### src/rtl/seq_multiplier.sv
`default_nettype none
// ============================================================================
// Module      : seq_multiplier
// Description : Sequential shift-add multiplier. One multiplier bit is
//               consumed per RUN cycle (LSB first), so a product takes WIDTH
//               RUN cycles plus one DONE cycle before the next start is
//               accepted.
// Revision    : 1.0 - initial release
// ----------------------------------------------------------------------------
// Parameters
//   WIDTH   : operand width in bits (2..32), default 16
// Ports
//   clk     : in  1        rising-edge clock
//   rst     : in  1        asynchronous active-high reset
//   start   : in  1        begin a multiply (accepted only while ready)
//   inputP  : in  WIDTH    multiplicand, captured on an accepted start
//   inputQ  : in  WIDTH    multiplier, captured on an accepted start
//   ready   : out 1        IDLE, a start will be accepted
//   busy    : out 1        RUN, multiply in progress
//   done    : out 1        one-cycle pulse, product holds a new result
//   product : out 2*WIDTH  result of the last completed multiply
// Configuration
//   SEQ_MULT_SIGNED_EN : when defined, operands and product are two's
//                        complement; otherwise everything is unsigned.
// ============================================================================
module seq_multiplier #(
  parameter int WIDTH = 16
) (
  input  logic               clk,
  input  logic               rst,
  input  logic               start,
  input  logic [WIDTH-1:0]   inputP,
  input  logic [WIDTH-1:0]   inputQ,
  output logic               ready,
  output logic               busy,
  output logic               done,
  output logic [2*WIDTH-1:0] product
);

  localparam int CW = $clog2(WIDTH);
  localparam logic [CW-1:0] c_last = CW'(WIDTH - 1);

  typedef enum logic [1:0] {
    S_IDLE = 2'd0,
    S_RUN  = 2'd1,
    S_DONE = 2'd2
  } state_t;

  state_t             r_state;
  logic [2*WIDTH-1:0] r_mcand;     // multiplicand, shifted left each step
  logic [WIDTH-1:0]   r_mplier;    // multiplier, shifted right each step
  logic [2*WIDTH-1:0] r_acc;
  logic [CW-1:0]      r_cnt;

  logic [WIDTH-1:0]   w_p_op;
  logic [WIDTH-1:0]   w_q_op;
  logic [2*WIDTH-1:0] w_acc_next;
  logic [2*WIDTH-1:0] w_result;

  // The final step's addition is folded into the product write so the
  // result lands on the same edge that enters DONE.
  assign w_acc_next = r_acc + (r_mplier[0] ? r_mcand : '0);

`ifdef SEQ_MULT_SIGNED_EN
  logic r_neg;

  // Magnitudes fit in WIDTH unsigned bits, including the most negative value.
  assign w_p_op   = inputP[WIDTH-1] ? (WIDTH'(0) - inputP) : inputP;
  assign w_q_op   = inputQ[WIDTH-1] ? (WIDTH'(0) - inputQ) : inputQ;
  assign w_result = r_neg ? ((2*WIDTH)'(0) - w_acc_next) : w_acc_next;

  always_ff @(posedge clk or posedge rst) begin
    if (rst) begin
      r_neg <= 1'b0;
    end else if (r_state == S_IDLE && start) begin
      r_neg <= inputP[WIDTH-1] ^ inputQ[WIDTH-1];
    end
  end
`else
  assign w_p_op   = inputP;
  assign w_q_op   = inputQ;
  assign w_result = w_acc_next;
`endif

  always_ff @(posedge clk or posedge rst) begin
    if (rst) begin
      r_state  <= S_IDLE;
      r_mcand  <= '0;
      r_mplier <= '0;
      r_acc    <= '0;
      r_cnt    <= '0;
      product  <= '0;
    end else begin
      case (r_state)
        S_IDLE: begin
          if (start) begin
            r_mcand  <= {{WIDTH{1'b0}}, w_p_op};
            r_mplier <= w_q_op;
            r_acc    <= '0;
            r_cnt    <= '0;
            r_state  <= S_RUN;
          end
        end
        S_RUN: begin
          r_acc    <= w_acc_next;
          r_mcand  <= r_mcand << 1;
          r_mplier <= r_mplier >> 1;
          r_cnt    <= r_cnt + 1'b1;
          if (r_cnt == c_last) begin
            product <= w_result;
            r_state <= S_DONE;
          end
        end
        S_DONE: begin
          r_state <= S_IDLE;
        end
        default: begin
          r_state <= S_IDLE;
        end
      endcase
    end
  end

  assign ready = (r_state == S_IDLE);
  assign busy  = (r_state == S_RUN);
  assign done  = (r_state == S_DONE);

endmodule
`default_nettype wire
### config.mk
export PLATFORM = sky130hd
export DESIGN_NAME = seq_multiplier
export DESIGN_NICKNAME = d
export VERILOG_FILES = /design/src/rtl/seq_multiplier.sv
export SDC_FILE = /design/constraint.sdc
export NUM_CORES = 1
export LEC_CHECK = 0
export CORE_MARGIN = 4
export CORE_UTILIZATION = 50
export CTS_BUF_LIST = sky130_fd_sc_hd__clkbuf_4
export DETAILED_ROUTE_END_ITERATION = 8
export PLACE_DENSITY_LB_ADDON = 0.2
export SYNTH_ARGS = -nofsm -noshare
export SYNTH_HDL_FRONTEND = slang
export SYNTH_SLANG_ARGS = --single-unit
### constraint.sdc
create_clock -name clk -period 8.05 [get_ports clk]
set_clock_uncertainty 0.05 [all_clocks]
set_input_delay 1.61 -clock clk [delete_from_list [all_inputs] [get_ports clk]]
set_output_delay 1.61 -clock clk [all_outputs]
set_load 0.01 [all_outputs]
run_1/sizes.png
Scale: 4 px per um.
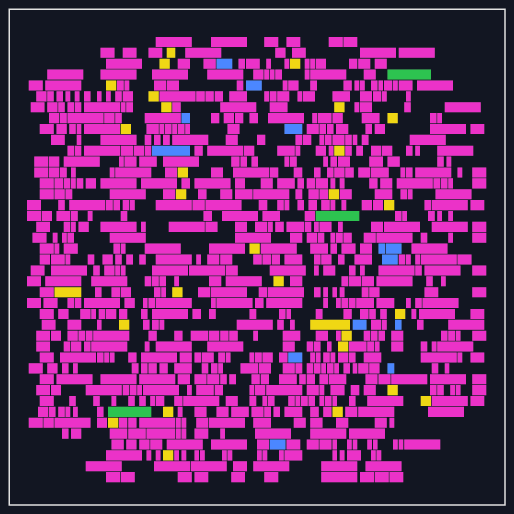
| size | color | cells | share |
|---|---|---|---|
| _2 cells | blue | 13 | 1.6% |
| _0 and _1 cells | magenta | 744 | 94% |
| _6 and larger | green | 3 | 0.38% |
| _3 and _4 cells | yellow | 29 | 3.7% |

run_1/clocks.png
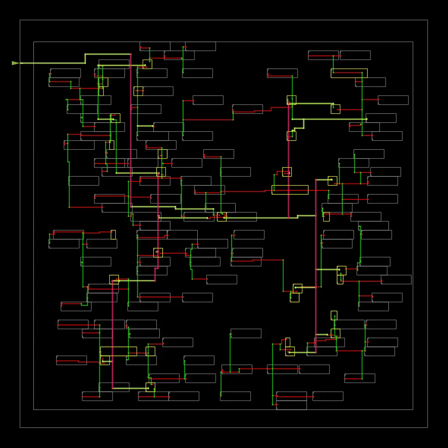
CTS Sinks: 118
Clk. pwr: 0.443 mW
clk_lat worst skew: 540 ps
Num CTS Buffers: 17

run_1/metal_density.png
Scale: 3 px per um. 25 x 25 tiles, from black (low) to pale yellow (high), scaled to the fullest tile. Values are wire area over tile area, all layers added.
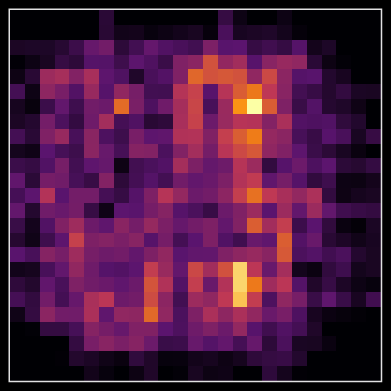
fullest tile: 0.74
densest ninth of the die: middle
nearly empty tiles: 14%
emptiest ninth of the die: bottom right
tiles over half the peak: 6.7%
mean over tiles: 0.17

[run 1: layout make-up]
class,instances,share of cell area (%)
Sequential cell,118,38.34
Clock buffer,20,1.949
Multi-Input combinational cell,558,45.39
Inverter,8,0.4222
Tap cell,172,2.793
Timing Repair Buffer,73,9.354
Clock inverter,12,1.754
[run 1: power groups by stage]
stage | clock [mW] | combinational (mW) | sequential, mW
CTS | 0.456 | 1.19 | 1.00
floorplan | 0 | 0.832 | 0.983
detailed placement | 0 | 1.19 | 1.01
finish | 0.443 | 1.19 | 1.00
global placement | 0 | 1.15 | 1.00
global route | 0.481 | 1.33 | 1.04
[run 1: cells in the final DEF (no fill, tap or decap), types with 16 or more instances in the layout]
master           count
nand2_1            123
a21oi_1             63
and2_1              35
xor2_1              17
a22o_1              34
clkdlybuf4s50_1     69
nor3b_1             32
dfrtp_1            117
nor2_1              23
clkbuf_4            20
o21ai_0             77
nand3_1             16
ha_1                32
[run 1: sequential cells by signal (all words and copies together), names as in the netlist]
| name | cells |
|---|---|
| product | 32 |
| r_cnt | 4 |
| r_mcand | 32 |
| r_state | 2 |
| r_acc | 32 |
| r_mplier | 16 |
[run 1: cells by family after synthesis]
logic type               share of synthesized area [%]
AND-OR/OR-AND                                    22.20
buffers and inverters                            3.615
flip-flops                                       44.20
AND/OR/NAND/NOR                                  19.16
multiplexers                                    0.9926
XOR/XNOR                                         3.540
adder cells (fa/ha/maj)                          6.293
[run 1: how the worst max path moves through the flow]
stage,startpoint,end,slack (ps)
global placement,r_state[1],busy,4010
CTS,r_state[1],busy,3340
floorplan,rst,product[0],3260
finish,r_state[1],busy,3400
detailed placement,r_state[1],busy,3980
global route,r_state[1],busy,3070
[run 1: worst max-delay path: cells and delay by family, from the launching register on]
family,cells,cell delay [ps]
and+or+nand+nor,1,770
DFF,1,1020
buffers and inverters,2,640
[run 1: metal layers]
| layer | global-route usage [%] | wire (um) | vias up |
|---|---|---|---|
| met3 | 5.677 | 972 | 26 |
| met1 | 31.69 | 7790 | 2677 |
| met5 | 0 | 0 | - |
| met2 | 33.36 | 7042 | 171 |
| met4 | 8.581 | 294 | 0 |
| li1 | - | - | 2720 |
[run 1: through the flow]
step / power, mW / worst slack [ps] / utilization [%]
detailed placement: 2.198 / 3984 / 57.85
floorplan: 1.814 / 3261 / -
finish: 2.636 / 3400 / 60.08
CTS: 2.647 / 3340 / 60.08
global placement: 2.157 / 4005 / 57.85
global route: 2.853 / 3069 / 60.08
==> ci_impl_report.md, run 1 <==
## PnR job results

| Metric | Value |
|---|---|
| Final HPWL DP | `~11 mm` |
| Routed wire length | `16.10 mm` |
| Mapped Nets | `approximately 810` |
| Cycle use final | `between 50% and 60%` |
| Yosys warns | `0` |
| Die area | `15270 um^2` |
| Root Buffer | `clkbuf_4` |
| Die Y | `about 120 um` |
| Async SR Flop Fraction | `100.0%` |
| Global route overflow | `0` |
| Worst path slowest cell | `dfrtp_1` |
| Cell area leaders | `dfrtp_1 (44%), nand2_1 (6.9%), ha_1 (6.0%)` |
| Final setup violation count | `0` |
| Sequential power share | `a little under two fifths` |
| Switching Share | `40.80%` |
| Area leader, netlist | `dfrtp_1` |
| Worst Hold Launch | `product[16]` |
| Post-synth top cells | `nand2_1 (123), dfrtp_1 (118), o21ai_0 (77)` |
| Hold_ws | `~430 ps` |
| Routed vias/inst | `roughly 5.8` |
| WHS Path Cells | `2` |
| Worst relative slew slack | `between 30 and 40%` |
| Yosys stat area | `between 6000 and 7000 um^2` |
| Maximum VDD drop | `0.0001289 V` |
| Vias in the first global route | `between 5000 and 6000` |
| Number of antenna-violating nets in the routed design | `0` |
| Worst-path clk slew | `about 110 ps` |
| # rows | `just over 40` |
| Comb pwr share | `between 40% and 50%` |
| Top cell type's share of synthesized area | `between 40 and 50%` |
| Max-Cap Viols | `0` |
| Starting DRC count in detailed routing | `~340` |
| Post_cts resized | `0` |
| Ant. Diodes | `0` |
| Cells after Synth | `738` |
| Leakage power | `approximately 3.5 nW` |
| Top-count cell post-synth | `nand2_1` |
| CP peak stage delay | `approximately 1000 ps` |
| Routed wire per std cell | `16.75 um` |
| Largest net degree at the start of global routing | `74` |
| Tool warning count | `26` |
| Cells along the critical path | `nand2b_1 > inv_1 > clkdlybuf4s50_1` |
| Slew of the pin with the lowest slew margin | `1007 ps` |
| Gr usage total | `between 20 and 25%` |
| Non-filler cells, final | `slightly below 1000` |
| EDFF count, synth | `0` |
| Int Pwr | `1.560 mW` |
| Setup TNS | `0 ps` |
| Crit end category | `output port` |
| CTS H-tree lvls | `4` |
| Hold Path End | `product[16]` |
| Placed cell count | `about 930` |
| Final period demand of the worst path | `about 4700 ps` |
| Registers, synthesis | `between 100 and 150` |
| Worst R2R Path Depth | `7` |
| Port Buffers | `between 60 and 70` |
| Sw Pwr | `1.075 mW` |
| F_max | `215.0 MHz` |
| Status | `complete, no violations` |
| Final Hold Vio Count | `0` |
| Fill cells | `approximately 1200` |
| Worst Path Required | `6390 ps` |
| CTS tree | `yes` |
| CP arrival | `~3000 ps` |
| Drt drc | `0` |
| Crit start category | `register` |
| Kind of critical path | `register to output port` |
| First-pass GRT wire length | `approximately 27 mm` |
| Area of the core | `about 13000 um^2` |
| Drt first pass iters | `5` |
| Via Count | `5594` |
| Pwr Density | `between 300 and 400 nW/um^2` |
| Reg2Reg Setup Slack | `~4000 ps` |
| # hold bufs at CTS | `0` |
| Placer Congestion | `roughly 0.92` |
| Placed cell area | `7420 um^2` |
| Clock power share | `16.8%` |
| Area of the multi-input gates | `between 3000 and 4000 um^2` |
| RSZ-0062 raised after global routing | `no` |
| Initial antenna violation count | `0` |
| Clock Tree Buf Depth | `2` |
| Worst min-delay path category | `register to register` |
| Yosys cell count | `between 700 and 800` |
| Yosys cell types | `56` |
| Main synth FF type | `dfrtp_1` |
| Die X | `approximately 120 um` |
| Post-CTS setup buffer count | `0` |
| Layout cell share with drive strength beyond 1 | `around 5.7%` |
| Slew Limit Fails | `0` |
| Mean Syn Cell Area | `roughly 9.1 um^2` |
## Run 2: what changed since run 1
- clock period: 8.05 -> 4.7 ns (I/O delays scaled with it)
==> ci_impl_report.md, run 2 <==
## PnR job results

| Metric | Value |
|---|---|
| CTS Sinks | `118 (unchanged)` |
| CTS H-tree lvls | `4 (unchanged)` |
| Area leader, netlist | `dfrtp_1 (unchanged)` |
| Drt drc | `0 (unchanged)` |
| Starting DRC count in detailed routing | `360 (was 343)` |
| Routed vias/inst | `5.887 (was 5.821)` |
| Worst Path Required | `5120 ps (was 6390 ps)` |
| Vias in the first global route | `5490 (was 5428)` |
| Routed wire length | `16.59 mm (was 16.10 mm)` |
| CTS tree | `yes (unchanged)` |
| Status | `complete, no violations (unchanged)` |
| Setup TNS | `0 ps (unchanged)` |
| Post-synth top cells | `nand2_1 (123), dfrtp_1 (118), o21ai_0 (77) (unchanged)` |
| Crit path max-delay family | `AND-OR/OR-AND gates (was flip-flops)` |
| Worst Hold Launch | `product[6] (was product[16])` |
| Most frequently placed logic cells in the final layout | `nand2_1 (123), dfrtp_1 (117), o21ai_0 (77) (unchanged)` |
| Yosys cell types | `56 (unchanged)` |
| Die area | `15270 um^2 (unchanged)` |
| Top-count cell post-synth | `nand2_1 (unchanged)` |
| Area of the core | `12820 um^2 (unchanged)` |
| Crit end category | `register (was output port)` |
| Worst Setup SP | `r_mplier[0] (was r_state[1])` |
| Leakage power | `3.515 nW (was 3.489 nW)` |
| Cycle use final | `a little over 70%` |
| Cells after Synth | `738 (unchanged)` |
| CP peak stage delay | `690 ps (was 1020 ps)` |
| Final Hold Vio Count | `0 (unchanged)` |
| Slew Limit Fails | `0 (unchanged)` |
| Post_cts resized | `0 (unchanged)` |
| Initial antenna violation count | `1 (was 0)` |
| Yosys cell count | `738 (unchanged)` |
| # rows | `41 (unchanged)` |
| Worst path slowest cell | `dfrtp_1 (unchanged)` |
| Port Buffers | `69 (unchanged)` |
| Top cell type's share of synthesized area | `44.20% (unchanged)` |
| CP arrival | `3810 ps (was 2990 ps)` |
| EDFF count, synth | `0 (unchanged)` |
| Gr usage total | `23.26% (was 22.45%)` |
| Clock Tree Buf Depth | `2 (unchanged)` |
| Cells along the critical path | `and2_1 > ha_1 > fa_1 > a21o_1 > a31oi_1 > o21ba_1 > o41ai_4 > a221oi_1 > mux2i_1 (was nand2b_1 > inv_1 > clkdlybuf4s50_1)` |
| Slew of the pin with the lowest slew margin | `901.7 ps (was 1007 ps)` |
| Post-layout util | `60.51% (was 60.08%)` |
| Number of antenna-violating nets in the routed design | `0 (unchanged)` |
| Maximum VDD drop | `0.0002737 V (was 0.0001289 V)` |
| Main synth FF type | `dfrtp_1 (unchanged)` |
| Worst min-delay path category | `register to register (unchanged)` |
| Via Count | `5693 (was 5594)` |
| Global route overflow | `0 (unchanged)` |
| Die Y | `123.6 um (unchanged)` |
| Layout cell share with drive strength beyond 1 | `6.675% (was 5.703%)` |
| Root Buffer | `clkbuf_4 (unchanged)` |
| Mean Syn Cell Area | `9.052 um^2 (unchanged)` |
| Routed wire per std cell | `17.15 um (was 16.75 um)` |
| Total power | `4.579 mW (was 2.636 mW)` |
| Yosys stat area | `6680 um^2 (unchanged)` |
| F_max | `a little under 300 MHz` |
| Final period demand of the worst path | `3392 ps` |
| Buffer and inverter count on the worst path | `0 (was 2)` |
| Hold_ws | `434.0 ps (was 432.6 ps)` |
| Kind of critical path | `register to register (was register to output port)` |
| Async SR Flop Fraction | `100.0% (unchanged)` |
| Tool warning count | `26 (unchanged)` |
| First-pass GRT wire length | `27.88 mm (was 26.96 mm)` |
| Final HPWL DP | `11.54 mm (was 11.05 mm)` |
| Worst relative slew slack | `39.82% (was 32.84%)` |
| Yosys warns | `0 (unchanged)` |
| # hold bufs at CTS | `0 (unchanged)` |
## run 2: cell counts after synthesis
Identical to the previous run, type by type.
## run 2: cell type report
type / count / area share (%)
antenna: 1 / 0.03225
timing repair buffer: 78 / 9.932
clock inverter: 14 / 1.967
multi-input combinational: 558 / 45.07
sequential: 118 / 38.07
tap: 172 / 2.773
inverter: 8 / 0.4192
clock buffer: 18 / 1.741
## run 2: cells by family after synthesis
kind of cell | share of synthesized area [%]
muxes | 0.9926
adders and majority gates | 6.293
AOI/OAI and AO/OA | 22.20
DFF | 44.20
buffers and inverters | 3.615
xor gates and xnor gates | 3.540
and+or+nand+nor | 19.16
## run 2: worst register-to-register path: cells and delay by family (launching register included)
family | cells | cell delay [ps]
AND/OR/NAND/NOR | 1 | 300
AND-OR/OR-AND | 5 | 1430
multiplexers | 1 | 240
flip-flops | 1 | 690
adder cells (fa/ha/maj) | 2 | 610
## run 2: power breakdown
group / total [mW] / switching, mW / internal, mW
sequential: 1.72 / 0.301 / 1.42
combinational: 2.10 / 1.21 / 0.894
clock: 0.753 / 0.427 / 0.326
total: 4.58 / 1.94 / 2.64
## run 2: per-layer routing
| layer | part of all wire [%] | wire [um] | global-route usage (%) | vias to the layer above |
|---|---|---|---|---|
| met5 | 0 | 0 | 0 | - |
| met4 | 0.82 | 136 | 5.952 | 0 |
| met3 | 6.3 | 1040 | 5.813 | 8 |
| met2 | 45 | 7463 | 34.88 | 195 |
| met1 | 48 | 7948 | 33.85 | 2763 |
| li1 | - | - | - | 2727 |
## run 2: path summary, 6_finish.rpt
path / to / slack, ps / depth (start not counted)
max: r_acc[28] / 1310 / 9
min: product[6] / 430 / 2
max reg2reg: r_acc[28] / 1310 / 9
min reg2reg: product[6] / 430 / 2
max in group asynchronous: r_acc[12] / 3040 / 3
min in group asynchronous: r_cnt[3] / 770 / 2
## run 2: per-stage QoR
step                instances  setup WS (ps)
global placement          934           1420
finish                    967           1308
CTS                       966           1323
detailed placement        934           1376
global route              967           1036
floorplan                 738          580.9
run_2/clocks.png
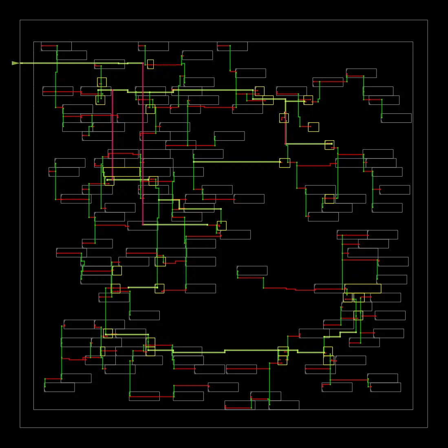
Clock buffer cells: 18
seq_cells: 118
clk_lat worst skew: 550 ps
Clk. pwr: 0.753 mW

run_2/sizes.png
Scale: 4 px per um.
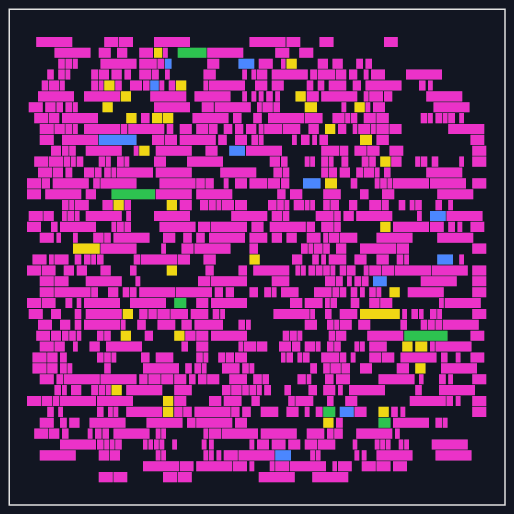
| size | color | cells | share |
|---|---|---|---|
| _6 and larger | green | 6 | 0.76% |
| _0 and _1 cells | magenta | 741 | 93% |
| _3 and _4 cells | yellow | 36 | 4.5% |
| _2 cells | blue | 11 | 1.4% |
number of non-clock buffers in the layout: 78
final instance area: 7760 um^2

Power figures rest on the tool's default switching activity, not on a simulated workload.
